<file path="src/rtl/td4_pkg.sv">
// td4_pkg: shared opcode and state definitions for the TD4 generation core.
// Opcodes OP_JC, OP_ADD_AB and OP_OUT_A only decode when TD4_EXT_ISA_EN is defined.
package td4_pkg;

    localparam logic [3:0] OP_ADD_A  = 4'b0000;
    localparam logic [3:0] OP_MOV_AB = 4'b0001;  // MOV A,B
    localparam logic [3:0] OP_IN_A   = 4'b0010;
    localparam logic [3:0] OP_MOV_A  = 4'b0011;
    localparam logic [3:0] OP_MOV_BA = 4'b0100;  // MOV B,A
    localparam logic [3:0] OP_ADD_B  = 4'b0101;
    localparam logic [3:0] OP_IN_B   = 4'b0110;
    localparam logic [3:0] OP_MOV_B  = 4'b0111;
    localparam logic [3:0] OP_JC     = 4'b1000;
    localparam logic [3:0] OP_OUT_B  = 4'b1001;
    localparam logic [3:0] OP_ADD_AB = 4'b1010;
    localparam logic [3:0] OP_OUT_IM = 4'b1011;
    localparam logic [3:0] OP_OUT_A  = 4'b1100;
    localparam logic [3:0] OP_JNC    = 4'b1110;
    localparam logic [3:0] OP_JMP    = 4'b1111;

    typedef enum logic [1:0] {
        ST_FETCH = 2'd0,
        ST_EXEC  = 2'd1,
        ST_HALT  = 2'd2
    } td4_state_e;

endpackage

</file>
<file path="src/rtl/td4_tick_gen.sv">
// td4_tick_gen: step-rate divider. Pulses tick_o once every TICK_DIV clocks
// (every clock when TICK_DIV = 1). Free-running; only reset stops it.
module td4_tick_gen #(
    parameter int TICK_DIV = 1
) (
    input  logic clk,
    input  logic rst,
    output logic tick_o
);

    localparam int              CW      = (TICK_DIV > 1) ? $clog2(TICK_DIV) : 1;
    localparam logic [CW-1:0]   CNT_MAX = CW'(TICK_DIV - 1);

    logic [CW-1:0] cnt_q;
    logic [CW-1:0] cnt_d;

    assign tick_o = (cnt_q == CNT_MAX);

    // Next count: wrap to zero on the terminal count.
    always_comb begin
        cnt_d = tick_o ? '0 : cnt_q + CW'(1);
    end

    // Counter register.
    always_ff @(posedge clk or negedge rst) begin
        if (!rst) cnt_q <= '0;
        else      cnt_q <= cnt_d;
    end

endmodule

</file>
<file path="src/rtl/td4_gen_core.sv">
// td4_gen_core: parametrised TD4 processor core with fetch/execute sequencing,
// run/pause control and self-jump halt detection. Instruction ROM is external.
// Optional macro TD4_EXT_ISA_EN adds JC, ADD A,B and OUT A.
//
// state    | meaning
// ST_FETCH | latch imem_data_i into IR on the next step
// ST_EXEC  | execute IR, update PC/registers/carry on the next step
// ST_HALT  | stopped on a taken self-jump; exit only through reset
module td4_gen_core
    import td4_pkg::*;
#(
    parameter int DATA_W   = 4,
    parameter int PC_W     = 4,
    parameter int TICK_DIV = 1
) (
    input  logic                clk,
    input  logic                rst,
    input  logic                run_i,
    output logic [PC_W-1:0]     imem_addr_o,
    input  logic [DATA_W+3:0]   imem_data_i,
    input  logic [DATA_W-1:0]   in_i,
    output logic [DATA_W-1:0]   out_o,
    output logic [PC_W-1:0]     pc_o,
    output logic                carry_o,
    output logic                halted_o
);

    logic              tick;
    td4_state_e        st_q,     st_d;
    logic [DATA_W+3:0] ir_q,     ir_d;
    logic [DATA_W-1:0] a_q,      a_d;
    logic [DATA_W-1:0] b_q,      b_d;
    logic [DATA_W-1:0] out_q,    out_d;
    logic [PC_W-1:0]   pc_q,     pc_d;
    logic              c_q,      c_d;
    logic              halted_q, halted_d;

    logic [3:0]        op;
    logic [DATA_W-1:0] im;
    logic [PC_W-1:0]   tgt;
    logic [DATA_W:0]   sum;
    logic              jmp;

    td4_tick_gen #(
        .TICK_DIV (TICK_DIV)
    ) u_tick_gen (
        .clk    (clk),
        .rst    (rst),
        .tick_o (tick)
    );

    assign op = ir_q[DATA_W+3 -: 4];
    assign im = ir_q[DATA_W-1:0];

    // Jump target: truncate or zero-extend the immediate to the PC width.
    if (PC_W <= DATA_W) begin : g_tgt_trunc
        assign tgt = im[PC_W-1:0];
    end else begin : g_tgt_zext
        assign tgt = {{(PC_W-DATA_W){1'b0}}, im};
    end

    // Next-state and datapath decode; everything holds unless a step fires.
    always_comb begin
        st_d     = st_q;
        ir_d     = ir_q;
        a_d      = a_q;
        b_d      = b_q;
        out_d    = out_q;
        pc_d     = pc_q;
        c_d      = c_q;
        halted_d = halted_q;
        sum      = '0;
        jmp      = 1'b0;
        if (tick && run_i) begin
            case (st_q)
                ST_FETCH: begin
                    ir_d = imem_data_i;
                    st_d = ST_EXEC;
                end
                ST_EXEC: begin
                    st_d = ST_FETCH;
                    c_d  = 1'b0;
                    pc_d = pc_q + PC_W'(1);
                    case (op)
                        OP_ADD_A: begin
                            sum = {1'b0, a_q} + {1'b0, im};
                            a_d = sum[DATA_W-1:0];
                            c_d = sum[DATA_W];
                        end
                        OP_ADD_B: begin
                            sum = {1'b0, b_q} + {1'b0, im};
                            b_d = sum[DATA_W-1:0];
                            c_d = sum[DATA_W];
                        end
                        OP_MOV_A:  a_d   = im;
                        OP_MOV_B:  b_d   = im;
                        OP_MOV_AB: a_d   = b_q;
                        OP_MOV_BA: b_d   = a_q;
                        OP_IN_A:   a_d   = in_i;
                        OP_IN_B:   b_d   = in_i;
                        OP_OUT_B:  out_d = b_q;
                        OP_OUT_IM: out_d = im;
                        OP_JMP:    jmp   = 1'b1;
                        OP_JNC:    jmp   = ~c_q;
`ifdef TD4_EXT_ISA_EN
                        OP_JC:     jmp   = c_q;
                        OP_ADD_AB: begin
                            sum = {1'b0, a_q} + {1'b0, b_q};
                            a_d = sum[DATA_W-1:0];
                            c_d = sum[DATA_W];
                        end
                        OP_OUT_A:  out_d = a_q;
`endif
                        default: ;
                    endcase
                    // A taken jump onto itself can never make progress: park in HALT.
                    if (jmp) begin
                        if (tgt == pc_q) begin
                            pc_d     = pc_q;
                            st_d     = ST_HALT;
                            halted_d = 1'b1;
                        end else begin
                            pc_d = tgt;
                        end
                    end
                end
                ST_HALT: ;
                default: st_d = ST_FETCH;
            endcase
        end
    end

    // Architectural and sequencing registers.
    always_ff @(posedge clk or negedge rst) begin
        if (!rst) begin
            st_q     <= ST_FETCH;
            ir_q     <= '0;
            a_q      <= '0;
            b_q      <= '0;
            out_q    <= '0;
            pc_q     <= '0;
            c_q      <= 1'b0;
            halted_q <= 1'b0;
        end else begin
            st_q     <= st_d;
            ir_q     <= ir_d;
            a_q      <= a_d;
            b_q      <= b_d;
            out_q    <= out_d;
            pc_q     <= pc_d;
            c_q      <= c_d;
            halted_q <= halted_d;
        end
    end

    assign imem_addr_o = pc_q;
    assign pc_o        = pc_q;
    assign out_o       = out_q;
    assign carry_o     = c_q;
    assign halted_o    = halted_q;

endmodule
</file>
<file path="config.mk">
export PLATFORM = sky130hd
export DESIGN_NAME = td4_gen_core
export DESIGN_NICKNAME = d
export VERILOG_FILES = /design/src/rtl/td4_pkg.sv /design/src/rtl/td4_tick_gen.sv /design/src/rtl/td4_gen_core.sv
export SDC_FILE = /design/constraint.sdc
export NUM_CORES = 1
export LEC_CHECK = 0
export ABC_AREA = 1
export CAP_MARGIN = 20
export CORE_MARGIN = 2
export CORE_UTILIZATION = 40
export DETAILED_ROUTE_END_ITERATION = 10
export SYNTH_ARGS = -nofsm -noshare
export SYNTH_HDL_FRONTEND = slang
export SYNTH_SLANG_ARGS = --single-unit
export TNS_END_PERCENT = 5
</file>
<file path="constraint.sdc">
create_clock -name clk -period 1.8 [get_ports clk]
set_input_delay 0.36 -clock clk [delete_from_list [all_inputs] [get_ports clk]]
set_output_delay 0.36 -clock clk [all_outputs]
set_load 0.02 [all_outputs]
</file>
### Floorplan with the power grid

Scale: 6 px per um. Pins as bars on the die edge. Tap cells in grey.
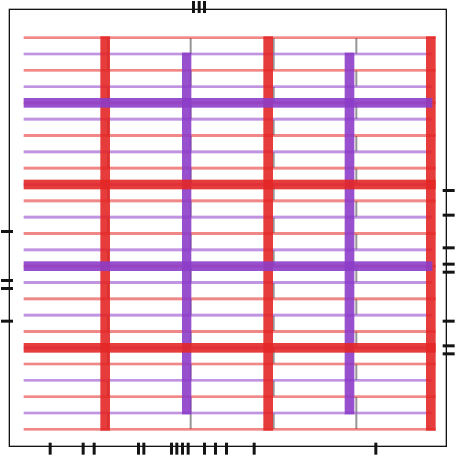
| net | colour |
|---|---|
| VSS | red |
| VDD | purple |
tap cells: 52
met4 straps: 5
rows: 24
met1 rails: 25
core area: 0.00444 mm^2
horizontal extent of the die: 72.6 um
maximum resistive drop on vdd: 0.000567 V
Die Height: 72.6 um

### Placement by cell class

Scale: 6 px per um. Fill, decap, tap and diode cells in grey.
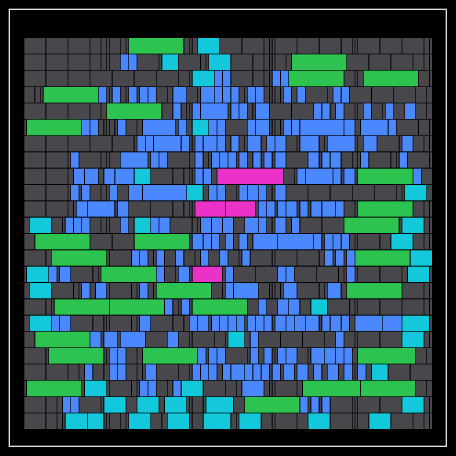
| class | colour | cells |
|---|---|---|
| flip-flops | green | 28 |
| all other logic | blue | 236 |
| clock drivers and dummy loads | magenta | 4 |
| other buffers and delay cells | cyan | 37 |
post-route design area: 0.00234 mm^2
count of standard-cell rows: 24
core occupancy in the finished layout: 52.8%

### Clock distribution

Scale: 4 px per um.
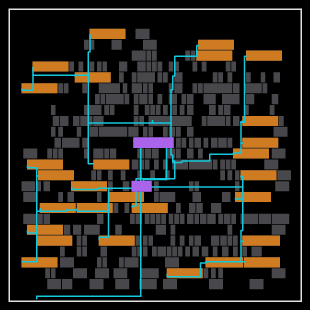
[flip-flops] orange | count: 28
[clock wires] cyan | length: 437 um
[cells driving clock nets] purple | count: 3
flops lie: spread over the die
routed clock nets: 4
worst clock skew: 0.00581 ns
Clock power frac: 13.7%

### Signal wires by layer

Scale: 6 px per um.
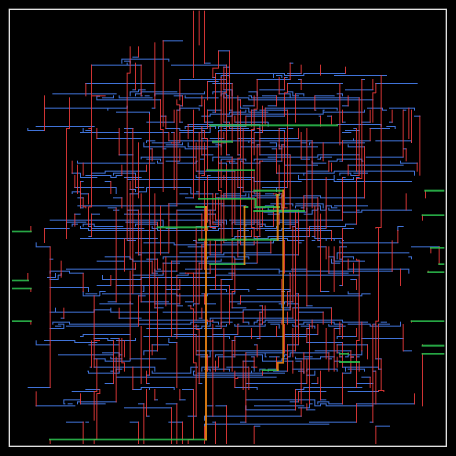
| layer | colour | wire length |
|---|---|---|
| met1 | blue | 2,510 um |
| met4 | orange | 86.6 um |
| met2 | red | 1,990 um |
| met3 | green | 158 um |
count of vias placed by the detailed router: 1,747
total wirelength of the detailed-routed design: 4740 um
global routing usage summed across all routing layers: 20.6%

### Track usage over the die

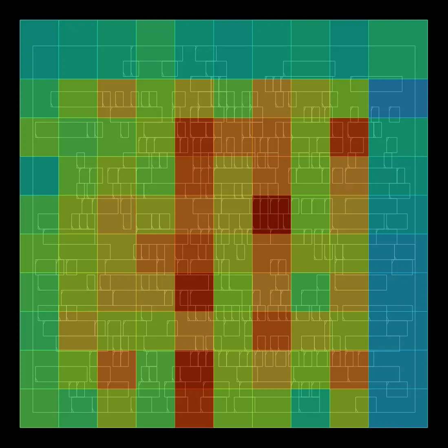
GR met3 Demand/Resource: 2.35%
M2 GR Usage: 28.7%
global routing met1 resource utilization: 33.6%

==> summary.log <==
INFO  power          switching_share=45.3%
INFO  clock_tree     clock_buffers_created_by_tritoncts=3
INFO  detailed_routing routedWlPerCell=13.3um
INFO  yosys          synthesized_area_fraction_occupied_by_and_or_nand_nor_cells=38.9%
INFO  yosys          synth.largest_area_cell=sky130_fd_sc_hd__dfrtp_1
INFO  timing         finalSetupTns=0ns
INFO  power          pwr_density_cell=1610mW/mm^2
INFO  timing         slack_of_the_critical_path=0.0714ns
INFO  critical_path  setup.worst_path.start=imem_addr_o[0]$_DFFE_PN0P_
INFO  critical_path  crit_end_category=output port
INFO  critical_path  critPathTopFamily=buffers and inverters
INFO  global_routing first_global_vias=1,699
INFO  critical_path  combined_buffer_and_inverter_count_along_the_critical_path=1
INFO  yosys          dominantRegCellSynth=sky130_fd_sc_hd__dfrtp_1
INFO  power          share_comb_of_total_power=55.5%
INFO  placement      place_ws=0.0113ns
INFO  power          leakagePower=0.00121uW
INFO  placement      postPlaceCellArea=0.00226mm^2
INFO  floorplan      floorplanUtilization=42.4%
INFO  timing         final-setup-viol-count=0
INFO  yosys          ys_area=0.00188mm^2
INFO  critical_path  critical_path_class=reg2out
INFO  timing         fmax=0.579GHz
INFO  timing         worst_slew_slack_as_a_fraction_of_its_limit=67.2%
INFO  placement      placed_cells_incl_taps=353
INFO  yosys          edf_count=0
INFO  run            stage_log_warnings=26
INFO  global_routing grt_pass1_wl=8540um
INFO  clock_tree     setup_fix_buffers_added_after_clock_tree_synthesis=0
INFO  clock_tree     clk_pin_slew_worst_paths=0.11ns
INFO  power          top_power_group=combinational logic
INFO  timing         period_needed=1.73ns
INFO  clock_tree     cts_hold_buf=0
INFO  yosys          yosys_cells=269
INFO  yosys          share_of_the_yosys_chip_area_belonging_to_registers=37.2%
INFO  timing         grt_setup_unrepaired=false
INFO  run            max-cap-violations=0
INFO  run_status     run_status=complete, no violations
INFO  critical_path  worstReg2RegStart=ir_q[2]$_DFFE_PN0P_
INFO  timing         finalClockPeriodUsage=96.0%
INFO  placement      placement.io_buffers=28
INFO  detailed_routing number_of_vias_per_cell_after_detailed_routing=4.89
INFO  critical_path  timing.critical_path.depth=1
INFO  finish         nets=332
INFO  timing         timing_worst_slew_pin_value=0.490ns
INFO  finish         layout_top_cells=102 x sky130_fd_sc_hd__nand2_1, 29 x sky130_fd_sc_hd__nor2_1, 26 x sky130_fd_sc_hd__dfrtp_1
INFO  global_routing grt_max_degree=29
INFO  yosys          netlist_area=0.00188mm^2
INFO  power          seqPwrFrac=30.8%
INFO  yosys          syn_nets=295
INFO  finish         diodes=0
INFO  yosys          leading_cell_type_by_number_of_instances_after_synthesis=sky130_fd_sc_hd__nand2_1
INFO  power          finalPower=3780uW
INFO  placement      detailed_place_hpwl=3700um
INFO  detailed_routing detail_route.first_pass.iterations=4
INFO  yosys          yosys.cell_types.count=22
INFO  finish         fin_cells=357
INFO  critical_path  timing.critical_path.arrival=1.37ns
INFO  yosys          synth_area_per_cell=7.00um^2
INFO  yosys          share_of_synthesized_area_spent_on_multiplexers=0%
INFO  global_routing grt_antenna_before_repair=0
INFO  critical_path  start_kind=flop
INFO  critical_path  reg2reg_setup_slack=0.17ns
INFO  clock_tree     ctsRootBufferMaster=sky130_fd_sc_hd__clkbuf_8
INFO  yosys          synth.cellmix.xorXnorShare=1.40%
INFO  timing         worst_hold_slack=0.446ns
INFO  timing         hold_violations=0
INFO  clock_tree     cts_tree=yes
INFO  yosys          ys.warnings.count=0
INFO  yosys          postSynth.asyncResetShare=100%
INFO  finish         mostFrequentLayoutCell=sky130_fd_sc_hd__nand2_1
INFO  yosys          synth_cells=269
INFO  yosys          netlist_top_cells_area=sky130_fd_sc_hd__dfrtp_1 37%, sky130_fd_sc_hd__nand2_1 20%, sky130_fd_sc_hd__ha_1 6.0%, sky130_fd_sc_hd__nor2_1 5.8%, sky130_fd_sc_hd__inv_1 4.6%
INFO  min_path       min-delay-path-class=in2async
INFO  power          comb_power=2100uW
INFO  clock_tree     clockBufferDepth=2
INFO  detailed_routing detail_route.iter0.violations=118
INFO  critical_path  rr_worst_depth=6
INFO  critical_path  cpMaxStageDelayCell=sky130_fd_sc_hd__clkdlybuf4s50_1
INFO  floorplan      design.die.area=0.00527mm^2
INFO  clock_tree     cts.sinks=28
INFO  detailed_routing postRouteAntennaNets=0
INFO  critical_path  critPathCapture=pc_o[0]
INFO  critical_path  crit_chain=clkdlybuf4s50_1
INFO  placement      globalplace.congestion=0.920
INFO  power          seq_cell_power=1170uW
INFO  yosys          yosys.area_share.adder=8.11%
INFO  power          power_switching=1710uW
INFO  detailed_routing drc=0
INFO  global_routing global_route_overflow=0
INFO  timing         final_max_slew_viol_count=0
INFO  critical_path  critPathRequiredTime=1.44ns
INFO  clock_tree     htree_levels=1
INFO  critical_path  path_max_fanout=8
INFO  yosys          synth_top_area_share=37.2%
INFO  clock_tree     clk-insertion-delay-late=0.28ns
INFO  yosys          top_cells_by_count=102 x sky130_fd_sc_hd__nand2_1, 29 x sky130_fd_sc_hd__nor2_1, 28 x sky130_fd_sc_hd__dfrtp_1
INFO  clock_tree     cts.repair.resized=1
INFO  power          clock_power=517uW
INFO  floorplan      ios=29
INFO  finish         fill_cells=453
INFO  yosys          synth_flop_count=28
INFO  critical_path  critical_path.reg2reg.endpoint=a_q[3]$_DFFE_PN0P_
registers in the layout, indices dropped and copies added (netlist names):
signal,cells
st_q,2
b_q,4
out_o,4
imem_addr_o,4
a_q,4
ir_q,8
halted_o,1
carry_o,1
layout make-up:
cell class                      instances  area (um^2)  area share (%)
Inverter                               28          105            4.48
Multi-Input combinational cell        208         1040            44.6
Sequential cell                        28          703            30.0
Timing Repair Buffer                   37          355            15.2
Tap cell                               52         65.1            2.77
Clock inverter                          1         30.0            1.28
Clock buffer                            3         41.3            1.76
metal layers:
layer / part of all wire [%] / wire length [um] / global-route usage, %
met1: 53 / 2510 / 33.6
met3: 3.3 / 157 / 2.35
met2: 42 / 1990 / 28.7
met5: 0 / 0 / 0
met4: 1.8 / 86 / 5.14
Power and IR drop assume default switching activity.
